[config.mk]
export PLATFORM = sky130hd
export DESIGN_NAME = hazard_fwd_unit
export DESIGN_NICKNAME = d
export VERILOG_FILES = /design/src/rtl/hazard_fwd_unit.sv
export SDC_FILE = /design/constraint.sdc
export NUM_CORES = 1
export LEC_CHECK = 0
export ABC_AREA = 1
export ABC_CLOCK_PERIOD_IN_PS = 1990
export CAP_MARGIN = 0
export CORE_AREA = 2 2 78 80
export CTS_CLUSTER_DIAMETER = 100
export CTS_CLUSTER_SIZE = 10
export DETAILED_ROUTE_END_ITERATION = 12
export DIE_AREA = 0 0 80 82
export PLACE_DENSITY = 0.59
export SETUP_SLACK_MARGIN = 0.02
export SLEW_MARGIN = 20
export SYNTH_ARGS = -nofsm -noshare
export SYNTH_HDL_FRONTEND = slang
export SYNTH_SLANG_ARGS = --single-unit
export TNS_END_PERCENT = 20
[constraint.sdc]
create_clock -name clk -period 1.99 [get_ports clk]
set_input_delay 0.398 -clock clk [delete_from_list [all_inputs] [get_ports clk]]
set_output_delay 0.398 -clock clk [all_outputs]
set_load 0.005 [all_outputs]
[src/rtl/hazard_fwd_unit.sv]
// hazard_fwd_unit
// ----------------
// Hazard controller for a 5-stage RISC-V pipeline. It tracks its own
// destination-register tags for the EX, MEM and WB stages, fed from decode.
// From these tags it produces:
//   * registered forward selects (forwardA/forwardB) that are aligned with
//     the instruction occupying EX;
//   * combinational load-use stall and branch flush controls.
//
// Forward codes: 2'b00 regfile, 2'b10 EX/MEM result, 2'b01 MEM/WB result.
// Priority of controls: ext_stall > br_ctrl > load_use.
//
// Optional feature (macro HAZ_PERF_EN): adds saturating performance counters
// cnt_fwd, cnt_stall and cnt_flush. These counters freeze while ext_stall is
// high. When the macro is undefined, these ports do not exist.
//
// Ports:
//   clk, rstn        core clock, asynchronous active-low reset
//   id_*             decode-stage instruction fields
//   br_ctrl          taken branch/jump resolved in EX this cycle
//   ext_stall        global freeze
//   forwardA/B       operand selects for the instruction in EX (registered)
//   stall_pc/ifid    hold PC and IF/ID (combinational)
//   flush_ifid/idex  clear IF/ID, bubble into ID/EX (combinational)
//   dbg_tags         observation of the stage tags {wb, mem, ex}; each tag is
//                    {valid, rd, regwrite, memread}
//   cnt_*            performance counters (HAZ_PERF_EN only)
//
// There is no valid/ready handshake in this block. Every input is sampled
// every cycle, and ext_stall is the only mechanism for back-pressure.
module hazard_fwd_unit #(
  parameter int REG_AW = 5,
  parameter int CNT_W  = 32
) (
  input  logic                      clk,
  input  logic                      rstn,
  input  logic                      id_valid,
  input  logic [REG_AW-1:0]         id_rs1,
  input  logic [REG_AW-1:0]         id_rs2,
  input  logic                      id_use_rs1,
  input  logic                      id_use_rs2,
  input  logic [REG_AW-1:0]         id_rd,
  input  logic                      id_regwrite,
  input  logic                      id_memread,
  input  logic                      br_ctrl,
  input  logic                      ext_stall,
  output logic [1:0]                forwardA,
  output logic [1:0]                forwardB,
  output logic                      stall_pc,
  output logic                      stall_ifid,
  output logic                      flush_ifid,
  output logic                      flush_idex,
  output logic [3*(REG_AW+3)-1:0]   dbg_tags
`ifdef HAZ_PERF_EN
  ,
  output logic [CNT_W-1:0]          cnt_fwd,
  output logic [CNT_W-1:0]          cnt_stall,
  output logic [CNT_W-1:0]          cnt_flush
`endif
);

  localparam logic [1:0] FWD_RF    = 2'b00;
  localparam logic [1:0] FWD_EXMEM = 2'b10;
  localparam logic [1:0] FWD_MEMWB = 2'b01;

  typedef struct packed {
    logic              valid;
    logic [REG_AW-1:0] rd;
    logic              regwrite;
    logic              memread;
  } tag_t;

  tag_t ex_tag, mem_tag, wb_tag;
  tag_t id_tag;

  logic       load_use;
  logic [1:0] fwd_a_next, fwd_b_next;

  // A tag writes r when it is valid, it writes a register, and its destination
  // is r. Register x0 never counts as written, so it is never forwarded.
  function automatic logic tag_writes(input tag_t t, input logic [REG_AW-1:0] r);
    return t.valid & t.regwrite & (t.rd == r) & (r != '0);
  endfunction

  // EX is checked before MEM because EX holds the youngest producer. A WB
  // producer is not forwarded: the regfile reads with write-first behaviour.
  function automatic logic [1:0] fwd_select(input logic use_rs,
                                            input logic [REG_AW-1:0] rs,
                                            input tag_t ex_t,
                                            input tag_t mem_t);
    logic [1:0] sel;
    sel = FWD_RF;
    if (use_rs) begin
      if (tag_writes(ex_t, rs))       sel = FWD_EXMEM;
      else if (tag_writes(mem_t, rs)) sel = FWD_MEMWB;
    end
    return sel;
  endfunction

  always_comb begin
    id_tag          = '0;
    id_tag.valid    = id_valid;
    id_tag.rd       = id_rd;
    id_tag.regwrite = id_regwrite;
    id_tag.memread  = id_memread;
  end

  always_comb begin
    load_use   = id_valid & ex_tag.memread &
                 ((id_use_rs1 & tag_writes(ex_tag, id_rs1)) |
                  (id_use_rs2 & tag_writes(ex_tag, id_rs2)));
    // A taken branch squashes the ID instruction, so no stall is issued with it.
    stall_pc   = load_use & ~br_ctrl & ~ext_stall;
    stall_ifid = load_use & ~br_ctrl & ~ext_stall;
    flush_ifid = br_ctrl & ~ext_stall;
    flush_idex = (br_ctrl | load_use) & ~ext_stall;
    fwd_a_next = fwd_select(id_use_rs1, id_rs1, ex_tag, mem_tag);
    fwd_b_next = fwd_select(id_use_rs2, id_rs2, ex_tag, mem_tag);
  end

  always_ff @(posedge clk or negedge rstn) begin
    if (!rstn) begin
      ex_tag   <= '0;
      mem_tag  <= '0;
      wb_tag   <= '0;
      forwardA <= FWD_RF;
      forwardB <= FWD_RF;
    end else if (!ext_stall) begin
      mem_tag <= ex_tag;
      wb_tag  <= mem_tag;
      if (flush_idex) begin
        ex_tag   <= '0;
        forwardA <= FWD_RF;
        forwardB <= FWD_RF;
      end else begin
        ex_tag   <= id_tag;
        forwardA <= fwd_a_next;
        forwardB <= fwd_b_next;
      end
    end
  end

  assign dbg_tags = {wb_tag, mem_tag, ex_tag};

`ifdef HAZ_PERF_EN
  localparam logic [CNT_W-1:0] CNT_MAX = '1;

  always_ff @(posedge clk or negedge rstn) begin
    if (!rstn) begin
      cnt_fwd   <= '0;
      cnt_stall <= '0;
      cnt_flush <= '0;
    end else if (!ext_stall) begin
      if (((forwardA != FWD_RF) || (forwardB != FWD_RF)) && (cnt_fwd != CNT_MAX))
        cnt_fwd <= cnt_fwd + 1'b1;
      if (stall_pc && (cnt_stall != CNT_MAX))
        cnt_stall <= cnt_stall + 1'b1;
      if (flush_ifid && (cnt_flush != CNT_MAX))
        cnt_flush <= cnt_flush + 1'b1;
    end
  end
`endif

endmodule

==> images/logic_types.png <==
Drawn at 4 px/um.
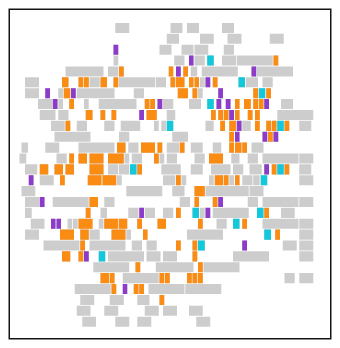
Key: cyan = aoi and oai cells [cells 15, most used o21ai_0]; purple = inv cells [cells 30, most used inv_1]; orange = nand cells [cells 110, most used nand2_1]
multi-input gate share of total cell area: 0.318
Commonest Layout Cell: sky130_fd_sc_hd__nand2_1
Non-Filler Instances: 388

==> results.cfg <==
; synthesis and place-and-route metrics
[worst_setup_path]
critical-path-top-delay-family = simple AND/OR/NAND/NOR gates
timing.critical_path.buf_inv = 2
cp.arrival_ns = 1.56
max_stage_delay_cell_worst_path = sky130_fd_sc_hd__dfrtp_2
crit_path_max_incr_delay_ns = 0.46
crit_path_end_kind = primary output
criticalPathCategory = reg2out
timing.critical_path.required_ns = 1.59
worstPathCellList = inv_2, nand2_1, nand2_1, nand2_1, nor2_2, nand3_2, nand2_2, nand2_4, nor2_4, buf_2
setup.worst_path.start_class = flop
dominant_cell_type_by_count_on_the_critical_path = sky130_fd_sc_hd__nand2_1
worst-path-max-fanout = 5

[routing]
first_iter_violations = 87
routed-via-count = 1650
detail_route.wirelength_um = 4660
remaining_drc_errors = 0
routedWlPerCell_um = 12.0
drtPass1Iterations = 4
post_drt_via_cell_ratio = 4.25
remaining_antenna_violation_count_after_routing = 0

[synth]
postSynth.topFlopCell = sky130_fd_sc_hd__dfrtp_1
top_cells_by_area = sky130_fd_sc_hd__dfrtp_1 (42%), sky130_fd_sc_hd__nand2_1 (18%), sky130_fd_sc_hd__nand3_2 (6.0%)
post_synth_most_frequent_cells = sky130_fd_sc_hd__nand2_1 (79), sky130_fd_sc_hd__dfrtp_1 (28), sky130_fd_sc_hd__inv_1 (24), sky130_fd_sc_hd__nor2_1 (21), sky130_fd_sc_hd__o21ai_0 (14)
synth_cells = 228
share_of_yosys_cell_area_claimed_by_the_top_area_cell_type = 0.422
flip_flops_with_a_built_in_enable = 0
area_figure_in_the_yosys_stat_output_um2 = 1660
syn_nets = 252
mappedNetlistArea_um2 = 1660
ys_warn_count = 0
async_flop_share = 1.00
synth_top_cell_by_area = sky130_fd_sc_hd__dfrtp_1
yosys_cells = 228
yosys.cell_count.top_type = sky130_fd_sc_hd__nand2_1
ys_types = 24
synthesis.area_per_instance_um2 = 7.28
synth-seq-cells = 28
synth-seq-area-share = 0.422

[die]
top_level_ports = 56
area_of_the_core_um2 = 5750
fp.dieArea_um2 = 6560
die-width_um = 80
floorplan.rows = 28
die.size.y_um = 82
core_util_floorplan = 0.289

[power_and_ir_drop]
ir_drop_mv = 0.272
pwr-share-seq = 0.438
power.clock.fraction = 0.296
power.internal_mw = 1.13
pwr_density_cell_nw_per_um2 = 605
static-leakage-power_nw = 1.29
power_mw = 1.56
share_comb_of_total_power = 0.267
power_switching_share = 0.275
net-switching-power_mw = 0.429

[grt]
first_global_vias = 1583
grt.total_usage = 0.153
grt_pass1_wl_um = 7810
grt_antenna_before_repair = 0
pin_count_of_the_biggest_net_entering_global_routing = 47
globalRouteOverflowTotal = 0

[final_timing]
setup_viol = 0
worst_clock_skew_ns = 0.00774
timing.final.hold_violations = 0
timing.slew.headroom = 0.721
holdWs_ns = 0.492
rsz0062_at_grt = true
least_margin_pin_slew_ns = 0.419
final_max_slew_viols = 0
final.min_clock_period_ns = 1.96
finalClockPeriodUsage = 0.986
achievable_frequency_ghz = 0.510

[flow_run]
cap_viol_max_count = 0
stage_log_warnings = 28

[outcome]
outcome = finished, final reports clean

[final_layout]
layout-drive-gt1-share = 0.249
nNetsFinal = 338
syn2layout_area_growth_pct = 55.4
antenna_cells = 0

[placed_design]
hpwlAfterDp_um = 3560
port_buffers = 55
gp_congestion = 0.825

[clock_tree]
tritoncts.num_buffers = 3
cts_num_sinks = 28
htreeDepth = 1
cts_tree = yes
clock_slew_seen_by_the_registers_of_the_worst_setup_and_hold_paths_ns = 0.10
clock_latency_ns = 0.28
clock_path_buffers = 2
root_buffer = sky130_fd_sc_hd__clkbuf_8

[min_path]
worst_hold_class = reg2reg
==> images/sizes.png <==
Drawn at 4 px/um.
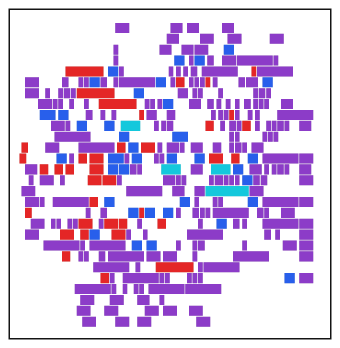
Key: red = _2 cells [cells 37, share 12%, most used nand2_2]; cyan = _6 and larger [cells 4, share 1.3%, most used clkbuf_8]; blue = _3 and _4 cells [cells 37, share 12%, most used buf_4]; purple = _0 and _1 cells [cells 235, share 75%, most used nand2_1]

## metrics by stage
stage	cells	setup TNS [ns]	area [um^2]	setup slack (ns)	util
after global placement	380	-1.70	2480	-0.528	0.432
after global routing	388	-0.287	2580	-0.108	0.449
after CTS	386	-0.00254	2560	-0.00246	0.445
after floorplan	228	0	1660	0.242	-
after detailed placement	380	-1.84	2480	-0.575	0.432
final	388	0	2580	0.0275	0.449
## area by class of cell
class / count / area [um^2]
flip-flops and latches: 28 / 706
inverters: 30 / 113
repair buffers: 89 / 776
fillers: 633 / 3170
clock buffers: 3 / 41.3
well taps: 75 / 93.8
multi-input cells: 162 / 821
clock inverters: 1 / 30.0
## layer usage
metal  part of all wire  up-vias  global-route usage
li1                   -      861                   -
met1               0.48      742               0.207
met2               0.47       41               0.254
met3              0.048        6              0.0319
met4             0.0073        0              0.0271
met5                  0        -                   0
## worst register-to-register path: cells and delay by family, from the launching register on
kind                   cells  cell delay, ns
flip-flops                 1            0.46
buffers and inverters      4            0.48
AND/OR/NAND/NOR            8            0.62
## flip-flops by register name, indices dropped and copies added, names as in the netlist
name,count
forwardB,2
forwardA,2
dbg_tags,24
## power by group through the flow
stage	Sequential (mW)	Clock [mW]	Combinational (mW)
2_1_floorplan	0.686	0	0.151
3_3_place_gp	0.694	0	0.415
3_5_place_dp	0.696	0	0.417
4_1_cts	0.685	0.472	0.416
5_1_grt	0.692	0.496	0.468
6_report	0.683	0.461	0.416
## logic make-up after synthesis
kind of cell	after synthesis	share of synthesized area
and+or+nand+nor	139	0.393
buffers and inverters	38	0.0972
DFF	28	0.422
AOI/OAI and AO/OA	15	0.0452
xor gates and xnor gates	8	0.0422
## layout by cell type (no fill, tap or decap), types with 4 or more instances in the layout
master                            instances
sky130_fd_sc_hd__nand2_1                 76
sky130_fd_sc_hd__clkdlybuf4s50_1         40
sky130_fd_sc_hd__buf_4                   34
sky130_fd_sc_hd__inv_1                   24
sky130_fd_sc_hd__dfrtp_1                 24
sky130_fd_sc_hd__nor2_1                  19
sky130_fd_sc_hd__o21ai_0                 14
sky130_fd_sc_hd__nand2_2                 12
sky130_fd_sc_hd__dlygate4sd2_1           12
sky130_fd_sc_hd__nand3_2                 10
sky130_fd_sc_hd__nand3_1                  7
sky130_fd_sc_hd__xnor2_1                  6
sky130_fd_sc_hd__inv_2                    5
sky130_fd_sc_hd__dfrtp_2                  4
## timing repair
action | CTS | global route
hold buffers | 0 | 0
setup buffers | 2 | 2
gates cloned | 0 | 0
endpoints found under the setup margin | 4 | 3
gates resized | 33 | 2
pin swaps | 11 | 6
## path summary, 6_finish.rpt
check                             start           end  slack [ns]  cells past startpoint
setup / recovery            dbg_tags[4]    stall_ifid        0.03                     10
hold / removal             dbg_tags[17]  dbg_tags[17]        0.49                      2
setup reg to reg            dbg_tags[4]   forwardA[1]        0.38                     12
hold reg to reg            dbg_tags[17]  dbg_tags[17]        0.49                      2
max in group asynchronous          rstn   dbg_tags[2]        1.20                      2
min in group asynchronous          rstn   dbg_tags[6]        0.50                      2
Power and IR drop assume default switching activity.
